run_1/final_congestion.png
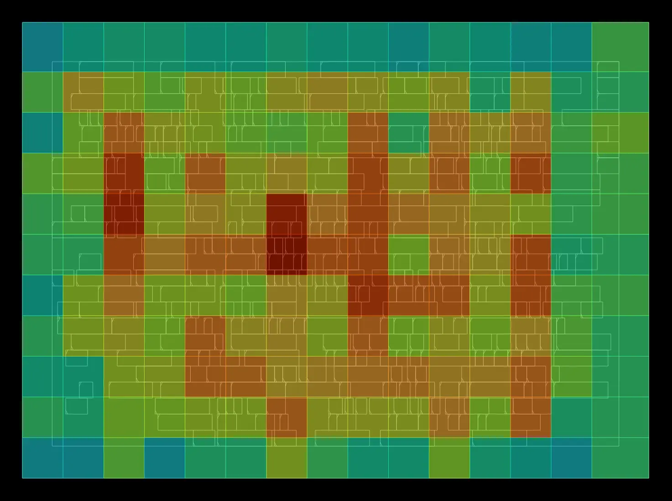
run_1/zoom.png
Bar = 5 um. Window x 43 to 63, y 44 to 64 um. Cells in gray, sequential cells in the stronger gray; small squares are vias.
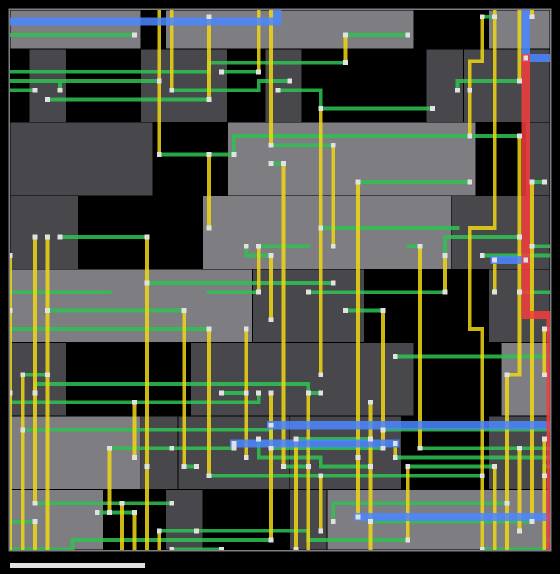
run_1/metal_stack.png
Bar = 20 um.
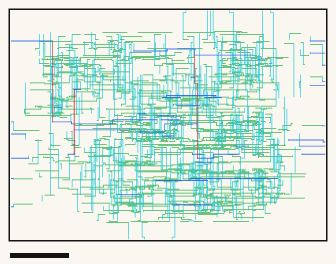
run_1/gate_families.png
Bar = 20 um.
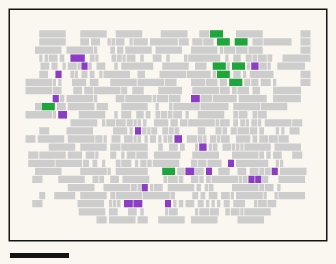
File: src/rtl/stopwatch_pkg.sv
// Shared definitions for the BCD stopwatch: run-state encoding, seven-segment
// glyph table and a BCD conversion helper used for elaboration-time constants.
package stopwatch_pkg;

    typedef enum logic [1:0] {IDLE, RUN, PAUSE} sw_state_t;

    // Segments {g,f,e,d,c,b,a}, active-high; A..F give hex glyphs.
    localparam logic [6:0] SEG_LUT [16] = '{
        7'h3F, 7'h06, 7'h5B, 7'h4F, 7'h66, 7'h6D, 7'h7D, 7'h07,
        7'h7F, 7'h6F, 7'h77, 7'h7C, 7'h39, 7'h5E, 7'h79, 7'h71
    };

    function automatic logic [31:0] to_bcd(input int value);
        logic [31:0] r;
        int          t;
        r = '0;
        t = value;
        for (int i = 0; i < 8; i++) begin
            r[4*i +: 4] = 4'(t % 10);
            t = t / 10;
        end
        return r;
    endfunction

endpackage

File: src/rtl/bcd_digit.sv
// One BCD digit: load has priority over count; cout flags the 9->0 carry or
// 0->9 borrow so the next digit counts on the same tick.
module bcd_digit (
    input  logic       clk,
    input  logic       reset,
    input  logic       en,
    input  logic       up,
    input  logic       load,
    input  logic [3:0] load_val,
    output logic [3:0] q,
    output logic       cout
);

    assign cout = en & (up ? (q == 4'd9) : (q == 4'd0));

    always_ff @(posedge clk or posedge reset) begin
        if (reset) begin
            q <= 4'd0;
        end else if (load) begin
            q <= load_val;
        end else if (en) begin
            if (up) q <= (q == 4'd9) ? 4'd0 : q + 4'd1;
            else    q <= (q == 4'd0) ? 4'd9 : q - 4'd1;
        end
    end

endmodule

File: src/rtl/bcd_stopwatch.sv
// Multi-digit BCD stopwatch: synchronised buttons, run/pause FSM, prescaled tick,
// lap freeze and a registered seven-segment scanner driving an/seg together.
module bcd_stopwatch
    import stopwatch_pkg::*;
#(
    parameter int DIGITS   = 2,
    parameter int LIMIT    = 20,
    parameter int TICK_DIV = 1000000,
    parameter int SCAN_DIV = 50000
) (
    input  logic                clk,
    input  logic                reset,
    input  logic                start_stop,
    input  logic                clear,
    input  logic                lap,
    input  logic                dir,
    output logic [4*DIGITS-1:0] count_bcd,
    output logic                running,
    output logic                wrap,
    output logic [6:0]          seg,
    output logic [DIGITS-1:0]   an
);

    localparam int CW = 4 * DIGITS;
    localparam int PW = $clog2(TICK_DIV);
    localparam int SW = (SCAN_DIV > 1) ? $clog2(SCAN_DIV) : 1;
    localparam int IW = (DIGITS > 1) ? $clog2(DIGITS) : 1;
    localparam logic [31:0]       LIMIT_FULL = to_bcd(LIMIT - 1);
    localparam logic [CW-1:0]     TOP_BCD    = LIMIT_FULL[CW-1:0];
    localparam logic [PW-1:0]     PRESC_MAX  = PW'(TICK_DIV - 1);
    localparam logic [SW-1:0]     SCAN_MAX   = SW'(SCAN_DIV - 1);
    localparam logic [IW-1:0]     IDX_MAX    = IW'(DIGITS - 1);
    localparam logic [DIGITS-1:0] AN_ONE     = DIGITS'(1);

    // [0] first sync flop, [1] second sync flop, [2] previous sample for edge detect
    logic [2:0] ss_q, clr_q, lap_q;
    logic [1:0] dir_q;
    logic       ss_edge, clr_edge, lap_edge, dir_s;

    always_ff @(posedge clk or posedge reset) begin
        if (reset) begin
            ss_q  <= '0;
            clr_q <= '0;
            lap_q <= '0;
            dir_q <= '0;
        end else begin
            ss_q  <= {ss_q[1:0], start_stop};
            clr_q <= {clr_q[1:0], clear};
            lap_q <= {lap_q[1:0], lap};
            dir_q <= {dir_q[0], dir};
        end
    end

    assign ss_edge  = ss_q[1] & ~ss_q[2];
    assign clr_edge = clr_q[1] & ~clr_q[2];
    assign lap_edge = lap_q[1] & ~lap_q[2];
    assign dir_s    = dir_q[1];

    sw_state_t state_q, state_d;
    logic      cnt_en;

    always_ff @(posedge clk or posedge reset) begin
        if (reset) state_q <= IDLE;
        else       state_q <= state_d;
    end

    // Clear overrides a simultaneous start/stop edge.
    always_comb begin
        state_d = state_q;
        if (clr_edge) begin
            state_d = IDLE;
        end else if (ss_edge) begin
            case (state_q)
                IDLE:    state_d = RUN;
                RUN:     state_d = PAUSE;
                PAUSE:   state_d = RUN;
                default: state_d = IDLE;
            endcase
        end
    end

    always_comb begin
        cnt_en = (state_q == RUN);
    end

    logic [PW-1:0] presc;
    logic          tick;

    assign tick = cnt_en && (presc == PRESC_MAX);

    always_ff @(posedge clk or posedge reset) begin
        if (reset)         presc <= '0;
        else if (clr_edge) presc <= '0;
        else if (cnt_en)   presc <= tick ? '0 : presc + 1'b1;
    end

    logic [DIGITS:0] chain;
    logic [CW-1:0]   load_vec;
    logic            at_bound, do_wrap, load;

    // A full-width carry/borrow out of the top digit also counts as a wrap.
    assign at_bound = dir_s ? (count_bcd == '0) : (count_bcd == TOP_BCD);
    assign do_wrap  = (tick & at_bound) | chain[DIGITS];
    assign load     = clr_edge | do_wrap;
    assign load_vec = (!clr_edge && dir_s) ? TOP_BCD : '0;
    assign chain[0] = tick;

    for (genvar g = 0; g < DIGITS; g++) begin : g_digit
        bcd_digit u_digit (
            .clk      (clk),
            .reset    (reset),
            .en       (chain[g]),
            .up       (~dir_s),
            .load     (load),
            .load_val (load_vec[4*g +: 4]),
            .q        (count_bcd[4*g +: 4]),
            .cout     (chain[g+1])
        );
    end

    logic          lap_hold;
    logic [CW-1:0] snapshot;

    always_ff @(posedge clk or posedge reset) begin
        if (reset) begin
            lap_hold <= 1'b0;
            snapshot <= '0;
        end else if (clr_edge) begin
            lap_hold <= 1'b0;
        end else if (lap_edge && state_q != IDLE) begin
            lap_hold <= ~lap_hold;
            if (!lap_hold) snapshot <= count_bcd;
        end
    end

    always_ff @(posedge clk or posedge reset) begin
        if (reset) begin
            running <= 1'b0;
            wrap    <= 1'b0;
        end else begin
            running <= (state_d == RUN);
            wrap    <= do_wrap & ~clr_edge;
        end
    end

    logic [SW-1:0] scan_cnt;
    logic [IW-1:0] idx;
    logic [CW-1:0] disp, disp_sh;

    assign disp    = lap_hold ? snapshot : count_bcd;
    assign disp_sh = disp >> {idx, 2'b00};

    always_ff @(posedge clk or posedge reset) begin
        if (reset) begin
            scan_cnt <= '0;
            idx      <= '0;
            an       <= AN_ONE;
            seg      <= 7'h3F;
        end else begin
            if (scan_cnt == SCAN_MAX) begin
                scan_cnt <= '0;
                idx      <= (idx == IDX_MAX) ? '0 : idx + 1'b1;
            end else begin
                scan_cnt <= scan_cnt + 1'b1;
            end
            an  <= AN_ONE << idx;
            seg <= SEG_LUT[disp_sh[3:0]];
        end
    end

endmodule
File: config.mk
export PLATFORM = sky130hd
export DESIGN_NAME = bcd_stopwatch
export DESIGN_NICKNAME = d
export VERILOG_FILES = /design/src/rtl/stopwatch_pkg.sv /design/src/rtl/bcd_digit.sv /design/src/rtl/bcd_stopwatch.sv
export SDC_FILE = /design/constraint.sdc
export NUM_CORES = 1
export LEC_CHECK = 0
export CAP_MARGIN = 20
export CORE_ASPECT_RATIO = 0.7
export CORE_MARGIN = 5
export CORE_UTILIZATION = 59
export DETAILED_ROUTE_END_ITERATION = 7
export GPL_TIMING_DRIVEN = 0
export PLACE_DENSITY = 0.8
export SLEW_MARGIN = 20
export SYNTH_ARGS = -nofsm -noshare
export SYNTH_HDL_FRONTEND = slang
export SYNTH_SLANG_ARGS = --single-unit
File: constraint.sdc
create_clock -name clk -period 3.15 [get_ports clk]
set_clock_uncertainty 0.05 [all_clocks]
set_input_delay 0.63 -clock clk [delete_from_list [all_inputs] [get_ports clk]]
set_output_delay 0.63 -clock clk [all_outputs]
set_load 0.01 [all_outputs]
==> out/notes.md, run 1 <==
The flow ran to the end, and the final reports show no timing, DRC or antenna violations. Among all cell types in the netlist, the one instantiated most often is sky130_fd_sc_hd__dfrtp_1. Summed over all instances, the cell type with the most area after synthesis is sky130_fd_sc_hd__dfrtp_1.

Clock tree buffers and inverters occupy 5.88% of the routed design's cell area. The area taken by multi-input combinational cells is reported as 0.00172 mm2. The worst-case IR drop observed on VDD is 0.304 mV. The global routing stage identified its most utilized layer as met2. The combinational share of cell area is 38.6%. The share of the Yosys chip area taken by registers is 51.2%.

The number of warnings reported in the stage logs is 32. The required time at the worst endpoint is listed as 3390 ps. Yosys attributes the largest share of cell area to sky130_fd_sc_hd__dfrtp_1 (46%), sky130_fd_sc_hd__xor2_1 (5.0%), sky130_fd_sc_hd__dfstp_2 (4.8%), sky130_fd_sc_hd__nor2_1 (4.8%), sky130_fd_sc_hd__xnor2_1 (4.1%). The post-placement cell area is 0.00419 mm2. Non-clock buffer total of the final layout: 43. The tools report the critical path startpoint category as a register. The final routed DRC violation total was 0. For this design, the slowest cell found on the critical path is sky130_fd_sc_hd__mux4_1.

The synthesized design contains 0 enable-type register cells. The run gives 46.4% for the share of Yosys cell area claimed by the top area cell type. The tools report the chip area estimate from yosys synthesis as 0.00383 mm2. Checking hold timing, the worst path is listed with class register to register. Yosys printed 0 warnings. For this block, the via count after detailed routing is 2658.
Notes on final_congestion.png above:
GRT met2 Usage: 29.5%
met3 track demand over resource: 5.64%
M1 GR Usage: 28.7%

Notes on zoom.png above:
| layer | color |
|---|---|
| met1 | green |
| met3 | blue |
| met2 | yellow |
| met4 | red |
netlist names of flops here include: snapshot (5), scan_cnt (2)
sequential cells in the window: 7
cells with their middle in the window: 21
most frequent: dfrtp_1 (7), clkbuf_1 (4), mux2_2 (4)

Notes on metal_stack.png above:
| layer | color | wire length |
|---|---|---|
| met4 | red | 84.6 um |
| met2 | cyan | 3280 um |
| met1 | green | 3460 um |
| met3 | blue | 358 um |

Notes on gate_families.png above:
| family | color | cells | most used |
|---|---|---|---|
| AND and OR gates | purple | 20 | and3_1 |
| adder and majority cells | green | 9 | ha_1 |

[run 1: registers in the layout, indices dropped and copies added, names as in the netlist, 2 cells and up]
| signal | cells |
|---|---|
| g_digit.u_digit.q | 8 |
| ss_q | 3 |
| lap_q | 3 |
| dir_q | 2 |
| presc | 20 |
| clr_q | 3 |
| snapshot | 8 |
| scan_cnt | 16 |
| an | 2 |
| state_q | 2 |
| seg | 7 |
[run 1: cells in the final DEF (no fill, tap or decap), types with 4 or more instances in the layout]
master,instances
sky130_fd_sc_hd__dfrtp_1,71
sky130_fd_sc_hd__nor2_1,49
sky130_fd_sc_hd__clkdlybuf4s50_1,24
sky130_fd_sc_hd__xor2_1,22
sky130_fd_sc_hd__nand3_1,19
sky130_fd_sc_hd__xnor2_1,18
sky130_fd_sc_hd__nand2_1,15
sky130_fd_sc_hd__inv_1,12
sky130_fd_sc_hd__mux2_2,11
sky130_fd_sc_hd__clkbuf_1,10
sky130_fd_sc_hd__a21oi_1,10
sky130_fd_sc_hd__nand4_1,9
sky130_fd_sc_hd__ha_1,9
sky130_fd_sc_hd__clkbuf_8,9
sky130_fd_sc_hd__nor2b_1,8
sky130_fd_sc_hd__o21ai_0,7
sky130_fd_sc_hd__and3_1,7
sky130_fd_sc_hd__dfstp_2,7
sky130_fd_sc_hd__a22oi_1,6
sky130_fd_sc_hd__nor3_1,6
sky130_fd_sc_hd__buf_2,4
sky130_fd_sc_hd__and4_1,4
sky130_fd_sc_hd__buf_6,4
sky130_fd_sc_hd__mux4_2,4
sky130_fd_sc_hd__bufinv_16,4
[run 1: power by group]
group | total (mW) | internal [mW] | leakage [nW] | switching [mW]
clock network | 0.961 | 0.607 | 0.130 | 0.355
registers | 1.07 | 1.04 | 1.02 | 0.0332
logic | 0.173 | 0.0750 | 0.794 | 0.0976
total | 2.20 | 1.72 | 1.94 | 0.486
[run 1: per-stage QoR]
step,hold slack (ps),util (%)
detailed placement,286,66.7
global placement,281,66.4
global route,307,70.9
CTS,304,70.9
finish,300,70.9
floorplan,281,-
[run 1: routing by layer]
metal | vias to the layer above | part of all wire [%]
met5 | - | 0
met4 | 0 | 1.2
met3 | 9 | 5.0
met2 | 61 | 46
met1 | 1288 | 48
li1 | 1300 | -
[run 1: worst paths after layout]
kind / startpoint / end / slack [ps] / cells past startpoint
setup / recovery: idx / seg[3] / 850 / 7
hold / removal: clr_q[0] / clr_q[1] / 300 / 0
setup reg to reg: idx / seg[3] / 850 / 7
hold reg to reg: clr_q[0] / clr_q[1] / 300 / 0
max in group asynchronous: reset / seg[4] / 1810 / 3
min in group asynchronous: reset / lap_hold / 600 / 2
[run 1: logic make-up (layout without fill, tap and decap cells)]
kind of cell	Yosys count	count (layout)	synth area share [%]
flops	78	78	51.2
compound gates	39	39	6.60
mux	18	18	6.80
buf+inv	31	72	3.96
fa+ha+maj	9	9	2.94
simple gates	141	141	19.3
xor+xnor	40	40	9.15
run_1/registers.png
Bar = 20 um. Other sequential cells in the stronger gray, the rest of the logic in the fainter gray.
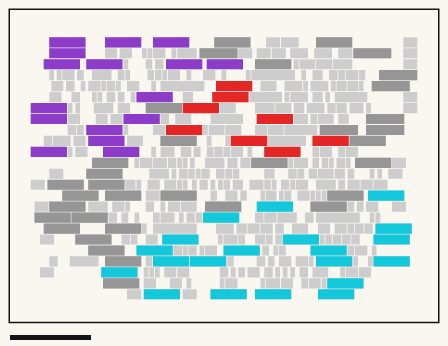

==> run 2: changes to the inputs <==
==> constraint.sdc (replaced) <==
create_clock -name clk -period 2.35 [get_ports clk]
set_clock_uncertainty 0.05 [all_clocks]
set_input_delay 0.47 -clock clk [delete_from_list [all_inputs] [get_ports clk]]
set_output_delay 0.47 -clock clk [all_outputs]
set_load 0.01 [all_outputs]
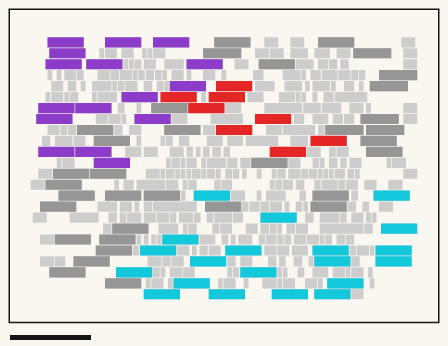
run_2/registers.png
Bar = 20 um. Other sequential cells in the stronger gray, the rest of the logic in the fainter gray.
| signal | color | sequential cells |
|---|---|---|
| scan_cnt | purple | 16 |
| presc | cyan | 20 |
| snapshot | red | 8 |

==> run 2 against run 1 <==
Global-route usage down 0.31 points; non-clock buffer count stayed put; synthesized cell count stayed put; area after synthesis stayed put; die area did not move; critical path type unchanged; sequential share of layout area up 0.32 points; highest routed layer unchanged; critical path depth unchanged; first-iteration DRC count shrank 16%; flip-flop count unchanged.
==> out/notes.md, run 2 <==
The final weighted congestion recorded by global placement is 0.818. The slowest stage of the critical path is the sky130_fd_sc_hd__mux4_2 cell. The number of flip-flops in the largest register came out at 20 (unchanged).

With the sequential fraction of the synthesis area at 51.2% (unchanged), the average instance area after synthesis is 10.8 um2. The run gives 2590 ps (-800 ps) for the required time at the worst-slack endpoint. The chip area estimate from yosys synthesis came out at 0.00383 mm2 (unchanged).

For reference, the top cells by area after synthesis are sky130_fd_sc_hd__dfrtp_1 (46%), sky130_fd_sc_hd__xor2_1 (5.0%), sky130_fd_sc_hd__dfstp_2 (4.8%), sky130_fd_sc_hd__nor2_1 (4.8%), sky130_fd_sc_hd__xnor2_1 (4.1%). sky130_fd_sc_hd__dfrtp_1 takes more of the synthesized area than any other cell. Ranked by flip-flop count, first place goes to presc.

The total via count in the routed design is 2690 (+1.2%). The run gives 0 (unchanged) for the final routed DRC violation total. The endpoint identified for the worst register-to-register timing path is seg[3]. The run gives 301 ps (+0.231 ps) for the worst hold-check slack. STA classifies the critical path startpoint as a register. The top cell types in the final layout, fill and taps aside, are sky130_fd_sc_hd__dfrtp_1 (71), sky130_fd_sc_hd__nor2_1 (49), sky130_fd_sc_hd__clkdlybuf4s50_1 (24). The number of warnings in the stage logs came out at 32 (unchanged).

The number of stages on the worst setup path was 7 (unchanged); the filler-free cell count of the finished design was 474. In the final layout, the registers with the most flip-flops are presc (20), scan_cnt (16). The startpoint of the most critical register-to-register path is g_digit[1].u_digit.q[0]. The count of flip-flops with a built-in enable after synthesis came out at 0 (unchanged). Note that the worst hold path type here is register to register. The yosys warning tally was 0 (unchanged). The depth of the worst register-to-register path came out at 7 (unchanged).

The logs give 0.00421 mm2 (+0.51%) for the cell area reported after detailed placement and 9 for the number of buffers added by the clock tree synthesis step. The script extracted a total leakage power of 1.93 nW. For the pin with the worst max-slew slack, the measured transition is 713 ps.

The run finished with clean final reports. The dominant cell by count in the synthesized netlist was sky130_fd_sc_hd__dfrtp_1.
==> run 2: cell count changes in the layout (fill, tap and decap cells not counted) <==
cell	delta
sky130_fd_sc_hd__clkbuf_1	-3
sky130_fd_sc_hd__clkinv_2	+1
sky130_fd_sc_hd__clkinv_4	-1
sky130_fd_sc_hd__buf_12	+1
sky130_fd_sc_hd__inv_6	+1
sky130_fd_sc_hd__clkbuf_2	+1
sky130_fd_sc_hd__clkinvlp_4	+2
sky130_fd_sc_hd__bufinv_16	-2
sky130_fd_sc_hd__inv_4	-1
==> run 2: layer usage <==
metal  share of wire (%)  GRT usage [%]
met5                   0              0
met3                 5.4           5.39
met4                 1.5           7.50
met1                  47           27.2
met2                  46           29.3
==> run 2: final cells by class <==
class / count / area [um2] / share of cell area, %
timing repair buffer: 26 / 280 / 6.35
buffer: 17 / 100 / 2.27
sequential: 78 / 1960 / 44.4
clock inverter: 6 / 86.3 / 1.95
inverter: 13 / 52.6 / 1.19
multi-input combinational: 247 / 1720 / 38.8
clock buffer: 9 / 124 / 2.80
tap: 78 / 97.6 / 2.21
==> run 2: where the power goes <==
| part | total (mW) | switching (mW) | internal (mW) |
|---|---|---|---|
| logic | 0.235 | 0.133 | 0.103 |
| clock network | 1.07 | 0.481 | 0.592 |
| registers | 1.43 | 0.0426 | 1.39 |
| total | 2.74 | 0.656 | 2.08 |
==> run 2: cell families after synthesis <==
| logic type | synth area share [%] |
|---|---|
| simple gates | 19.3 |
| buf+inv | 3.96 |
| mux | 6.80 |
| xor+xnor | 9.15 |
| flops | 51.2 |
| compound gates | 6.60 |
| fa+ha+maj | 2.94 |
==> run 2: worst register-to-register path, stage by stage, from the launching register on <==
cell	delay (ps)
sky130_fd_sc_hd__dfrtp_1	400
sky130_fd_sc_hd__clkbuf_1	360
sky130_fd_sc_hd__mux4_2	400
sky130_fd_sc_hd__inv_1	110
sky130_fd_sc_hd__ha_1	280
sky130_fd_sc_hd__inv_1	50
sky130_fd_sc_hd__mux4_2	440
sky130_fd_sc_hd__inv_1	60
==> run 2: stage by stage <==
stage	total power, mW	setup slack (ps)
floorplan	1.62	239
global placement	1.68	62.0
detailed placement	1.69	43.2
CTS	2.77	21.5
global route	2.86	0.0979
finish	2.74	144
==> run 2: how the worst min path moves through the flow <==
stage,startpoint,slack (ps),depth (start not counted),end
after global placement,lap_q[0],280,0,lap_q[1]
after global routing,lap_q[0],320,0,lap_q[1]
after floorplan,clr_q[0],280,0,clr_q[1]
after detailed placement,dir_q[0],280,0,dir_q[1]
final,dir_q[0],300,0,dir_q[1]
after CTS,dir_q[0],300,0,dir_q[1]
Power and IR drop assume default switching activity.
